run_1/final_clocks.png
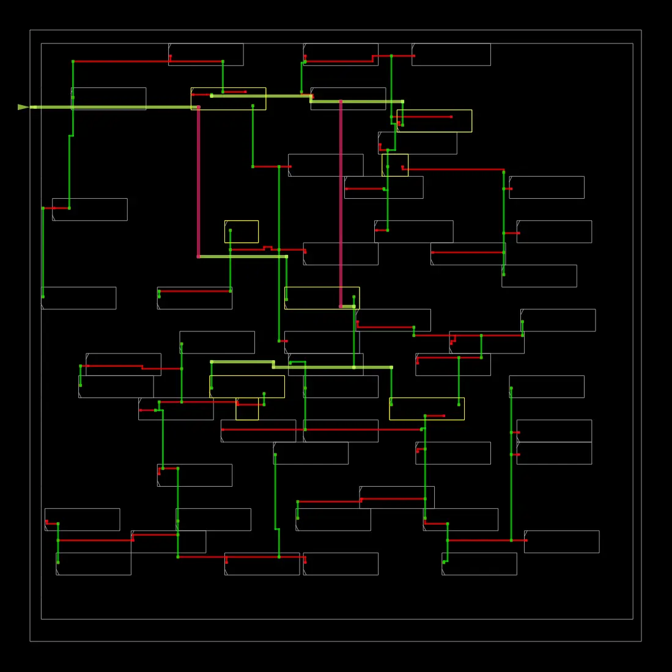
run_1/registers.png
The bar under the picture is 20 um long. Other sequential cells in the stronger gray, the rest of the logic in the fainter gray.
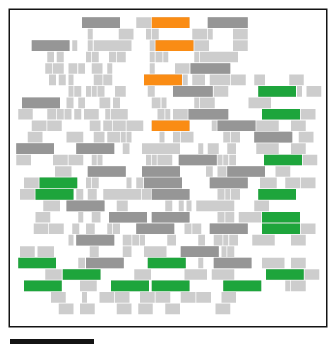
run_1/clock_map.png
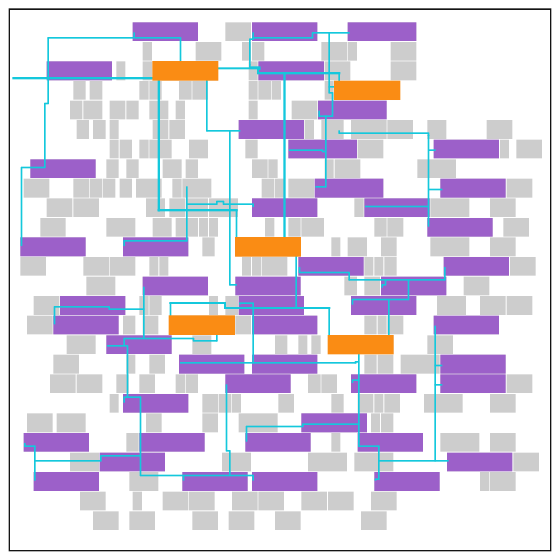
==> src/rtl/jtag_tap_ctrl.sv <==
// IEEE 1149.1-style TAP controller: 16-state TMS FSM, IR, BYPASS, user DR port,
// and an optional IDCODE register enabled by defining JTAG_TAP_IDCODE_EN.
module jtag_tap_ctrl #(
    parameter int          IR_WIDTH      = 4,
    parameter int          USER_DR_WIDTH = 16,
    parameter logic [31:0] IDCODE_VAL    = 32'h1000_0001,
    parameter logic [3:0]  IDCODE_OP     = 4'b0001,
    parameter logic [3:0]  USER_OP       = 4'b0010
) (
    input  logic                     clk,
    input  logic                     reset,
    input  logic                     tms,
    input  logic                     tdi,
    output logic                     tdo,
    output logic                     tdo_en,
    output logic [3:0]               state,
    output logic [IR_WIDTH-1:0]      ir,
    output logic                     user_sel,
    output logic                     user_capture,
    output logic                     user_shift,
    output logic                     user_update,
    input  logic [USER_DR_WIDTH-1:0] user_cap_data,
    output logic [USER_DR_WIDTH-1:0] user_upd_data
);

    typedef enum logic [3:0] {
        TLR    = 4'd0,  RTI    = 4'd1,  SEL_DR = 4'd2,  CAP_DR = 4'd3,
        SH_DR  = 4'd4,  EX1_DR = 4'd5,  PAU_DR = 4'd6,  EX2_DR = 4'd7,
        UPD_DR = 4'd8,  SEL_IR = 4'd9,  CAP_IR = 4'd10, SH_IR  = 4'd11,
        EX1_IR = 4'd12, PAU_IR = 4'd13, EX2_IR = 4'd14, UPD_IR = 4'd15
    } tap_state_t;

    localparam logic [IR_WIDTH-1:0] USER_CODE  = IR_WIDTH'(USER_OP);
    localparam logic [IR_WIDTH-1:0] IR_CAPTURE = IR_WIDTH'(2'b01);
`ifdef JTAG_TAP_IDCODE_EN
    localparam logic [IR_WIDTH-1:0] IDCODE_CODE = IR_WIDTH'(IDCODE_OP);
    localparam logic [IR_WIDTH-1:0] RESET_OP    = IDCODE_CODE;
`else
    localparam logic [IR_WIDTH-1:0] RESET_OP    = {IR_WIDTH{1'b1}};
`endif

    tap_state_t                 state_reg, state_next;
    logic [IR_WIDTH-1:0]        ir_reg, ir_shift_reg, ir_shifted;
    logic                       bypass_reg;
    logic [USER_DR_WIDTH-1:0]   user_shift_reg, user_upd_reg, user_shifted;
    logic                       tdo_reg, tdo_en_reg, dr_lsb;

    always_ff @(posedge clk or posedge reset) begin
        if (reset) state_reg <= TLR;
        else       state_reg <= state_next;
    end

    always_comb begin
        state_next = state_reg;
        case (state_reg)
            TLR:    state_next = tms ? TLR    : RTI;
            RTI:    state_next = tms ? SEL_DR : RTI;
            SEL_DR: state_next = tms ? SEL_IR : CAP_DR;
            CAP_DR: state_next = tms ? EX1_DR : SH_DR;
            SH_DR:  state_next = tms ? EX1_DR : SH_DR;
            EX1_DR: state_next = tms ? UPD_DR : PAU_DR;
            PAU_DR: state_next = tms ? EX2_DR : PAU_DR;
            EX2_DR: state_next = tms ? UPD_DR : SH_DR;
            UPD_DR: state_next = tms ? SEL_DR : RTI;
            SEL_IR: state_next = tms ? TLR    : CAP_IR;
            CAP_IR: state_next = tms ? EX1_IR : SH_IR;
            SH_IR:  state_next = tms ? EX1_IR : SH_IR;
            EX1_IR: state_next = tms ? UPD_IR : PAU_IR;
            PAU_IR: state_next = tms ? EX2_IR : PAU_IR;
            EX2_IR: state_next = tms ? UPD_IR : SH_IR;
            UPD_IR: state_next = tms ? SEL_DR : RTI;
            default: state_next = TLR;
        endcase
    end

    // A 1-bit user register has no upper bits to slide down
    generate
        if (USER_DR_WIDTH == 1) begin : g_user_one
            assign user_shifted = tdi;
        end else begin : g_user_wide
            assign user_shifted = {tdi, user_shift_reg[USER_DR_WIDTH-1:1]};
        end
    endgenerate
    assign ir_shifted = {tdi, ir_shift_reg[IR_WIDTH-1:1]};

    always_ff @(posedge clk or posedge reset) begin
        if (reset) begin
            ir_reg       <= RESET_OP;
            ir_shift_reg <= '0;
        end else begin
            if (state_reg == CAP_IR)     ir_shift_reg <= IR_CAPTURE;
            else if (state_reg == SH_IR) ir_shift_reg <= ir_shifted;
            if (state_next == TLR)        ir_reg <= RESET_OP;
            else if (state_reg == UPD_IR) ir_reg <= ir_shift_reg;
        end
    end

    assign user_sel     = (ir_reg == USER_CODE);
    assign user_capture = user_sel && (state_reg == CAP_DR);
    assign user_shift   = user_sel && (state_reg == SH_DR);
    assign user_update  = user_sel && (state_reg == UPD_DR);

    always_ff @(posedge clk or posedge reset) begin
        if (reset) begin
            bypass_reg     <= 1'b0;
            user_shift_reg <= '0;
            user_upd_reg   <= '0;
        end else begin
            if (state_reg == CAP_DR)     bypass_reg <= 1'b0;
            else if (state_reg == SH_DR) bypass_reg <= tdi;
            if (user_capture)    user_shift_reg <= user_cap_data;
            else if (user_shift) user_shift_reg <= user_shifted;
            if (user_update)     user_upd_reg   <= user_shift_reg;
        end
    end

`ifdef JTAG_TAP_IDCODE_EN
    logic [31:0] idcode_shift_reg;
    logic        idcode_sel;
    assign idcode_sel = (ir_reg == IDCODE_CODE) && !user_sel;

    always_ff @(posedge clk or posedge reset) begin
        if (reset)                   idcode_shift_reg <= '0;
        else if (state_reg == CAP_DR) idcode_shift_reg <= IDCODE_VAL;
        else if (state_reg == SH_DR)  idcode_shift_reg <= {tdi, idcode_shift_reg[31:1]};
    end

    assign dr_lsb = user_sel ? user_shift_reg[0] : (idcode_sel ? idcode_shift_reg[0] : bypass_reg);
`else
    assign dr_lsb = user_sel ? user_shift_reg[0] : bypass_reg;
`endif

    // TDO changes on the falling edge so the far end samples it on the next rise
    always_ff @(negedge clk or posedge reset) begin
        if (reset) begin
            tdo_reg    <= 1'b0;
            tdo_en_reg <= 1'b0;
        end else begin
            tdo_en_reg <= (state_reg == SH_DR) || (state_reg == SH_IR);
            if (state_reg == SH_IR)      tdo_reg <= ir_shift_reg[0];
            else if (state_reg == SH_DR) tdo_reg <= dr_lsb;
            else                         tdo_reg <= 1'b0;
        end
    end

    assign tdo           = tdo_reg;
    assign tdo_en        = tdo_en_reg;
    assign state         = state_reg;
    assign ir            = ir_reg;
    assign user_upd_data = user_upd_reg;

endmodule

==> config.mk <==
export PLATFORM = sky130hd
export DESIGN_NAME = jtag_tap_ctrl
export DESIGN_NICKNAME = d
export VERILOG_FILES = /design/src/rtl/jtag_tap_ctrl.sv
export SDC_FILE = /design/constraint.sdc
export NUM_CORES = 1
export LEC_CHECK = 0
export CAP_MARGIN = 20
export CORE_UTILIZATION = 40
export CTS_BUF_LIST = sky130_fd_sc_hd__clkbuf_16
export DETAILED_ROUTE_END_ITERATION = 7
export PLACE_DENSITY_LB_ADDON = 0.12
export SYNTH_ARGS = -nofsm -noshare
export SYNTH_HDL_FRONTEND = slang
export SYNTH_SLANG_ARGS = --single-unit
==> constraint.sdc <==
create_clock -name clk -period 5 [get_ports clk]
set_input_delay 0.5 -clock clk [delete_from_list [all_inputs] [get_ports clk]]
set_output_delay 0.5 -clock clk [all_outputs]
set_load 0.05 [all_outputs]
==> results.env, run 1 <==
MAX_SLEW.WORST_PIN.SLEW_PS=740
CELL_TYPES_WITH_THE_HIGHEST_COUNTS_AFTER_SYNTHESIS='41 x sky130_fd_sc_hd__dfrtp_1, 23 x sky130_fd_sc_hd__a21oi_1, 23 x sky130_fd_sc_hd__nor2_1, 18 x sky130_fd_sc_hd__nand2_1, 16 x sky130_fd_sc_hd__o22ai_1'
PLACED_CELLS_INCL_TAPS=311
WORST-R2R-SETUP-SLACK_PS=790
SYNTH_FLOP_COUNT=47
SYNTH_TOP_AREA_SHARE_PCT=48.0
ROUTE.DETAILED.DRC=0
GRT_START_MAX_NET_PINS=36
GRTUSAGEMET1_PCT=25.0
SETUP_SLACK_PS=505
ASYNC_RESET_FF_SHARE_PCT=100
CTS-ROOT-TO-SINK-BUFFERS=2
CP.BUFFERS_INVERTERS=1
ANTENNA_FOUND_INITIAL=0
FLOORPLAN.DIE.HEIGHT_UM=75.1
UNREPAIRED_SETUP_ENDPOINTS_AFTER_GLOBAL_ROUTING='false'
WORST_SETUP_SP='tdo_en'
MAXSLEWVIOLCOUNT=0
RUN_STATUS='finished, final reports clean'
POWERDENSITY_nW_PER_UM2=483
CP_TOP_FAMILY='buffers and inverters'
STAGE_LOG_WARNINGS=26
WORSTSETUPPATHTYPE='flip-flop to output pin'
FIN_WORST_HOLD_SLACK_PS=473
CLOCK.LATENCY.LATE_PIN_PS=310
LAYOUT_TOP_CELLS_EXCL_FILL_TAP='49 x sky130_fd_sc_hd__clkdlybuf4s50_1, 41 x sky130_fd_sc_hd__dfrtp_1, 23 x sky130_fd_sc_hd__nor2_1, 23 x sky130_fd_sc_hd__a21oi_1, 18 x sky130_fd_sc_hd__nand2_1'
DOMINANTREGCELLSYNTH='sky130_fd_sc_hd__dfrtp_1'
GRT.OVERFLOW.TOTAL=0
ANTENNADIODECOUNT=0
GR-USAGE-MET3_PCT=5.09
POST-DP-HPWL_MM=3.01
FIRST_GLOBAL_VIAS=1444
DIE_WIDTH_UM=75.1
TOTAL_ROUTING_USAGE_GR_PCT=17.4
FINAL_NETS=268
POST_SYNTHESIS_NET_COUNT=222
NETLIST_INSTANCES=202
FIN_SETUP_TNS_PS=0
ANT_NETS=0
MAPPEDNETLISTAREA_UM2=2140
YOSYS.STAT.SEQSHARE_PCT=55.3
SHARE_OF_LAYOUT_CELLS_ABOVE_DRIVE_STRENGTH_1_PCT=14.9
PATH_CELLS='clkdlybuf4s50_1'
YOSYS_WARNINGS=0
FILLCELLCOUNT=492
SETUP-VIOLATIONS-FINAL=0
DRV_CAP=0
ROUTE.DETAILED.VIAS_PER_INST=5.17
GRT_FIRST_PASS_WIRELENGTH_MM=7.24
STARTPOINT_TYPE='flip-flop'
GRT.BUSIEST_LAYER='met2'
WORST_SLEW_MARGIN_REL_PCT=50.7
NUMBER_OF_LEVELS_THE_H_TREE_WAS_SPLIT_INTO=2
CTS.SINK_COUNT=47
CRITICAL_PATH.MAX_STAGE_DELAY_PS=790
SYNTH-CELLS-YOSYS=202
CTS.CLK_SLEW.WORST_PATHS_PS=70
AREAGROWTHSYNTHTOFINISH_PCT=32.4
GROUTE.LAYER.MET2.USAGE_PCT=25.5
REPORT.FINAL.HOLD_VIOL_COUNT=0
SYNTH_TOP_CELL_BY_AREA='sky130_fd_sc_hd__dfrtp_1'
ENABLE_FLOP_CELLS=0
POSTCTSHOLDBUFS=0
NUMPORTBUFFERS=49
DETAIL_ROUTE.FIRST_PASS.ITERATIONS=4
WIRELENGTH_MM=4.64
CRIT_SLOWEST_CELL='sky130_fd_sc_hd__clkdlybuf4s50_1'
NUMBER_OF_PLACEMENT_ROWS=26
TIMING.CRITICAL_PATH.ARRIVAL_PS=4000
YOSYSCHIPAREA_UM2=2140
POST_SYNTH_NUM_CELL_TYPES=33
CTS.REPAIR_TIMING.SETUP_BUFFER_COUNT=0
SYN_AREA_PER_CELL_UM2=10.6
VDD_DROP_MAX_mV=0.333
CRITICAL_PATH.REG2REG.STARTPOINT='state[1]'
FINALWEIGHTEDCONGESTION=0.840
PRE_CTS_SLACK_PS=790
VIAS=1648
CTS_TREE='done'
LAYOUT.AREA.COMB_UM2=865
FLOORPLAN.INITIALDENSITY_PCT=41.6
DR.FIRST_ITER.DRC_COUNT=88
POST_LAYOUT_NONFILLER_INSTANCES=319
HOLDCRITPATHCLASS='input port to async pin'
POWER.STATIC_LEAKAGE_uW=0.00122
PIN_COUNT=50
FP.COREAREA_UM2=5140
LAYOUT_TOP_CELL='sky130_fd_sc_hd__clkdlybuf4s50_1'
CP_DATA_REQUIRED_TIME_PS=4500
DETAIL_ROUTE.WL_PER_CELL_UM=14.5
CRITICAL_PATH_PEAK_FANOUT=1
About final_clocks.png:
clock buffers: 5
setup clock skew after layout: 21.1 ps
clock buffer count from CTS: 5

About registers.png:
[user_upd_data] green | placed flops: 16
[ir_shift_reg] orange | placed flops: 4 | where: north
not colored: 27
sequential share of cell area: 41.8%
sequential-cell power consumption: 528 uW
Reg area: 1180 um^2

About clock_map.png:
[cells driving clock nets] orange | count: 5
[flip-flops] purple | count: 47
[clock wires] cyan | length: 631 um
flops lie: widely spread
routed clock nets: 6

-- run 1: path summary, 6_finish.rpt --
| kind | endpoint | depth (start not counted) |
|---|---|---|
| min reg2reg | ir_shift_reg[2] | 2 |
| max | tdo_en | 1 |
| min in group clk | ir_shift_reg[2] | 2 |
| max in group asynchronous | tdo_en | 2 |
| max reg2reg | tdo | 3 |
| min | state[0] | 2 |
-- run 1: through the flow --
| stage | util (%) | total power [uW] | area [um^2] |
|---|---|---|---|
| after floorplan | - | 878 | 2140 |
| after global placement | 52.1 | 1020 | 2680 |
| after detailed placement | 52.1 | 1020 | 2680 |
| after CTS | 55.0 | 1380 | 2830 |
| after global routing | 55.0 | 1450 | 2830 |
| final | 55.0 | 1370 | 2830 |
-- run 1: report_power, final --
group | total (uW) | switching (uW) | internal (uW)
clock network | 350 | 159 | 191
logic | 488 | 303 | 186
registers | 528 | 76.9 | 451
total | 1370 | 538 | 828
-- run 1: cell families after synthesis --
| family | Yosys count | share of synthesized area [%] |
|---|---|---|
| XOR/XNOR | 1 | 0.410 |
| buffers and inverters | 20 | 4.27 |
| flip-flops | 47 | 55.3 |
| AND/OR/NAND/NOR | 58 | 12.9 |
| multiplexers | 22 | 12.8 |
| AND-OR/OR-AND | 54 | 14.3 |
-- run 1: final cells by class --
class	instances	share of cell area, %
well taps	70	3.10
clock inverters	3	0.973
flip-flops and latches	47	41.8
multi-input cells	135	30.6
inverters	6	0.796
clock buffers	5	4.42
repair buffers	53	18.4
-- run 1: metal layers --
metal  routed length [um]  up-vias
li1                     -      804
met1                 2260      790
met2                 2090       50
met5                    0        -
met4                   43        0
met3                  248        4
## Run 2: what changed since run 1
--- a/config.mk
+++ b/config.mk
@@ -8,8 +8,10 @@
 export CAP_MARGIN = 20
 export CORE_UTILIZATION = 40
 export CTS_BUF_LIST = sky130_fd_sc_hd__clkbuf_16
+export CTS_CLUSTER_DIAMETER = 50
 export DETAILED_ROUTE_END_ITERATION = 7
-export PLACE_DENSITY_LB_ADDON = 0.12
+export PLACE_DENSITY = 0.66
+export SETUP_SLACK_MARGIN = 0.5
 export SYNTH_ARGS = -nofsm -noshare
 export SYNTH_HDL_FRONTEND = slang
 export SYNTH_SLANG_ARGS = --single-unit
==> run 2 against run 1 <==
  * Largest cell class unchanged
  * Design area rose by 0.53%
  * Clock-buffer cell count stayed put
  * Critical endpoint is now tdo
  * Sequential cell count is the same
  * Synthesized cell count did not move
  * Sequential power barely moved
==> results.env, run 2 <==
RUN_STATUS='finished, final reports clean'
POST-DP-HPWL_MM=3.15
CTS_TREE='done'
YOSYSCHIPAREA_UM2=2140
SYNTH_FLOP_COUNT=47
GRT.OVERFLOW.TOTAL=0
CRIT_SLOWEST_CELL='sky130_fd_sc_hd__or4b_2'
DETAIL_ROUTE.WL_PER_CELL_UM=14.6
CLOCK_NETWORK_POWER_SHARE_PCT=26.7
VIAS=1679
FLOORPLAN.DIE.HEIGHT_UM=75.1
DETAIL_ROUTE.FIRST_PASS.ITERATIONS=4
SEQUENTIAL_CELL_AREA_UM2=1180
CLOCK.LATENCY.LATE_PIN_PS=300
WORST_SLEW_MARGIN_REL_PCT=51.2
FIRST_GLOBAL_VIAS=1524
SYNTH-CELLS-YOSYS=202
INTERNAL_POWER_uW=870
LAYOUT_TOP_CELL='sky130_fd_sc_hd__clkdlybuf4s50_1'
CTS_INSERTED_BUFFERS=5
CELL_AT_THE_ROOT_OF_THE_CLOCK_TREE='sky130_fd_sc_hd__clkbuf_16'
ANT_NETS=0
FIN_SETUP_TNS_PS=0
WORSTSETUPPATHTYPE='flip-flop to flip-flop'
WORST_CLOCK_SKEW_PS=21.5
SEQ_POWER_SHARE_PCT=38.0
LAYOUT.AREA.COMB_UM2=865
NUMBER_OF_PLACEMENT_ROWS=26
PATH_CELLS='or4b_2 > o21ai_0'
ROUTE.TOP_LAYER_USED='met4'
CP_DATA_REQUIRED_TIME_PS=2800
GRT_FIRST_PASS_WIRELENGTH_MM=7.62
SYNTH_TOP_CELL_BY_AREA='sky130_fd_sc_hd__dfrtp_1'
FINALWEIGHTEDCONGESTION=0.783
FP.COREAREA_UM2=5140
SYNTH_TOP_AREA_SHARE_PCT=48.0
CELL_TYPES_WITH_THE_HIGHEST_COUNTS_AFTER_SYNTHESIS='41 x sky130_fd_sc_hd__dfrtp_1, 23 x sky130_fd_sc_hd__a21oi_1, 23 x sky130_fd_sc_hd__nor2_1, 18 x sky130_fd_sc_hd__nand2_1, 16 x sky130_fd_sc_hd__o22ai_1'
POWER.SHARE.SWITCHING_PCT=37.5
CRITICAL_PATH_PEAK_FANOUT=16
TOP_CELL='sky130_fd_sc_hd__dfrtp_1'
ANTENNA_FOUND_INITIAL=0
AREAGROWTHSYNTHTOFINISH_PCT=33.1
ANTENNADIODECOUNT=0
TOTAL_ROUTING_USAGE_GR_PCT=18.5
LAYOUT_TOP_CELLS_EXCL_FILL_TAP='47 x sky130_fd_sc_hd__clkdlybuf4s50_1, 41 x sky130_fd_sc_hd__dfrtp_1, 23 x sky130_fd_sc_hd__nor2_1, 23 x sky130_fd_sc_hd__a21oi_1, 18 x sky130_fd_sc_hd__nand2_1'
WIRELENGTH_MM=4.65
WL_MET2_MM=2.21
TIMING.CRITICAL_PATH.ARRIVAL_PS=2030
PIN_COUNT=50
P_SW_uW=523
MAX_SLEW.WORST_PIN.SLEW_PS=731
POWER_SEQUENTIAL_uW=528
MAXPOWERGROUP='sequential cells'
FINAL_NETS=268
FILLCELLCOUNT=483
CTS-ROOT-TO-SINK-BUFFERS=2
PRE_CTS_SLACK_PS=725
NUMBER_OF_LEVELS_THE_H_TREE_WAS_SPLIT_INTO=2
DR.FIRST_ITER.DRC_COUNT=164
CP_TOP_FAMILY='simple AND/OR/NAND/NOR gates'
SYN_AREA_PER_CELL_UM2=10.6
DRV_CAP=0
CTS.CLK_SLEW.WORST_PATHS_PS=60
CTS.SINK_COUNT=47
NETLIST_INSTANCES=202
GRT_START_MAX_NET_PINS=36
VDD_DROP_MAX_mV=0.415
CRITICAL_PATH.MAX_STAGE_DELAY_PS=910
COMB-POWER_uW=493
DOMINANTREGCELLSYNTH='sky130_fd_sc_hd__dfrtp_1'
ENABLE_FLOP_CELLS=0
HOLDCRITPATHCLASS='input port to async pin'
ROUTE.DETAILED.VIAS_PER_INST=5.28
STAGE_LOG_WARNINGS=26
POWER.STATIC_LEAKAGE_uW=0.00126
MAPPEDNETLISTAREA_UM2=2140
PG_CLK_uW=371
ROUTEDLENGTHMET1_MM=2.16
SETUP_SLACK_PS=769
CTS.REPAIR_TIMING.SETUP_BUFFER_COUNT=0
REPORT.FINAL.HOLD_VIOL_COUNT=0
DIE_WIDTH_UM=75.1
ROUTE.DETAILED.DRC=0
SETUP-VIOLATIONS-FINAL=0
YOSYS.STAT.SEQSHARE_PCT=55.3
MET3_WIRELENGTH_UM=254
SHARE_OF_LAYOUT_CELLS_ABOVE_DRIVE_STRENGTH_1_PCT=14.5
POWERDENSITY_nW_PER_UM2=490
STARTPOINT_TYPE='flip-flop'
NUMPORTBUFFERS=49
SHARE_COMB_OF_TOTAL_POWER_PCT=35.4
POST_SYNTH_NUM_CELL_TYPES=33
ASYNC_RESET_FF_SHARE_PCT=100
YOSYS_WARNINGS=0
==> run 2: stage by stage <==
stage	cells	utilization, %	hold slack (ps)	total power [uW]	cell area, um^2
2_1_floorplan	202	-	471	878	2140
3_3_place_gp	311	52.1	488	1020	2680
3_5_place_dp	311	52.1	492	1030	2680
4_1_cts	318	55.2	486	1400	2840
5_1_grt	318	55.3	518	1470	2840
6_report	318	55.3	474	1390	2840
==> run 2: path summary, 6_finish.rpt <==
path,from,end,slack [ps],depth (start not counted)
worst min register to register,user_upd_data[10],user_upd_data[10],500,1
min in group clk,user_upd_data[10],user_upd_data[10],500,1
worst max register to register,state[1],tdo,770,2
worst min-delay path,reset,state[3],470,2
worst max-delay path,state[1],tdo,770,2
max in group asynchronous,reset,tdo_en,1900,2
==> run 2: final cells by class <==
cell class,count,area share (%)
clock inverter,2,1.32
clock buffer,5,4.40
tap,70,3.08
sequential,47,41.5
multi-input combinational,135,30.4
timing repair buffer,53,18.5
inverter,6,0.792
==> run 2: cell families (layout without fill, tap and decap cells) <==
| kind of cell | Yosys count | count (layout) | share of synthesized area (%) |
|---|---|---|---|
| DFF | 47 | 47 | 55.3 |
| xor gates and xnor gates | 1 | 1 | 0.410 |
| buffers and inverters | 20 | 66 | 4.27 |
| AOI/OAI and AO/OA | 54 | 54 | 14.3 |
| muxes | 22 | 22 | 12.8 |
| and+or+nand+nor | 58 | 58 | 12.9 |
==> run 2: routing by layer <==
| layer | global-route usage [%] | vias to the layer above |
|---|---|---|
| met4 | 5.66 | 0 |
| met1 | 25.6 | 833 |
| met5 | 0 | - |
| li1 | - | 801 |
| met3 | 5.09 | 4 |
| met2 | 28.2 | 41 |
==> run 2: repair_timing <==
action / CTS / global route
resized: 0 / 2
endpoints found under the hold margin: 0 / 0
setup endpoints to repair: 0 / 2
hold buffers: 0 / 0
run_2/registers.png
The bar under the picture is 20 um long. Other sequential cells in the stronger gray, the rest of the logic in the fainter gray.
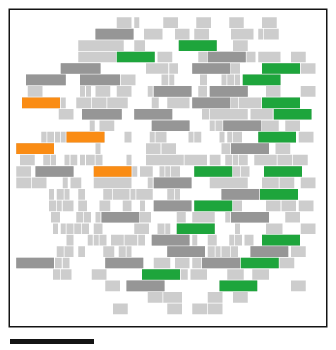
[user_upd_data] green | placed flops: 16
[ir_shift_reg] orange | placed flops: 4 | where: west
not colored: 27

run_2/drive_strength.png
The bar under the picture is 20 um long.
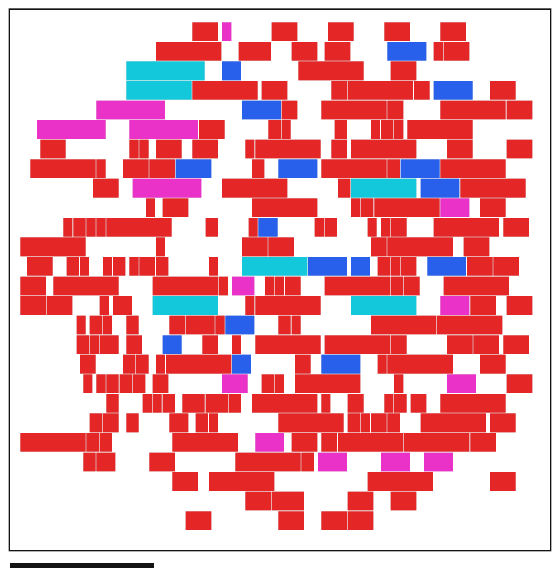
[drive 2] magenta | cells: 14 | share: 5.6%
[drive 1 or less] red | cells: 212 | share: 85%
[drive 3 to 4] blue | cells: 16 | share: 6.5%
[drive 6 and up] cyan | cells: 6 | share: 2.4%

run_2/clock_map.png
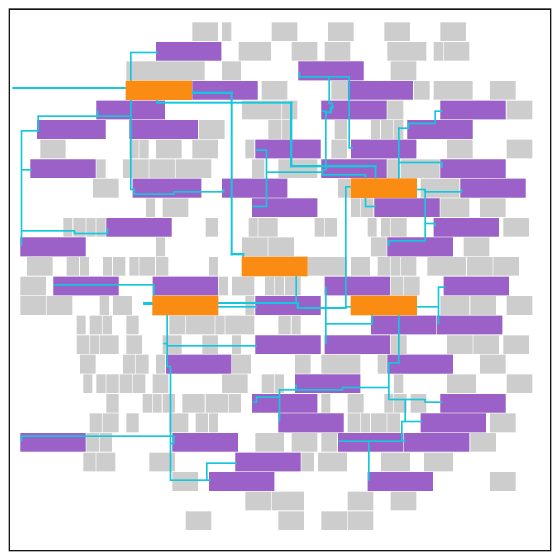
[flip-flops] purple | count: 47
[clock wires] cyan | length: 567 um
[cells driving clock nets] orange | count: 5
flops lie: widely spread

Power is estimated from default activity; no workload was simulated.
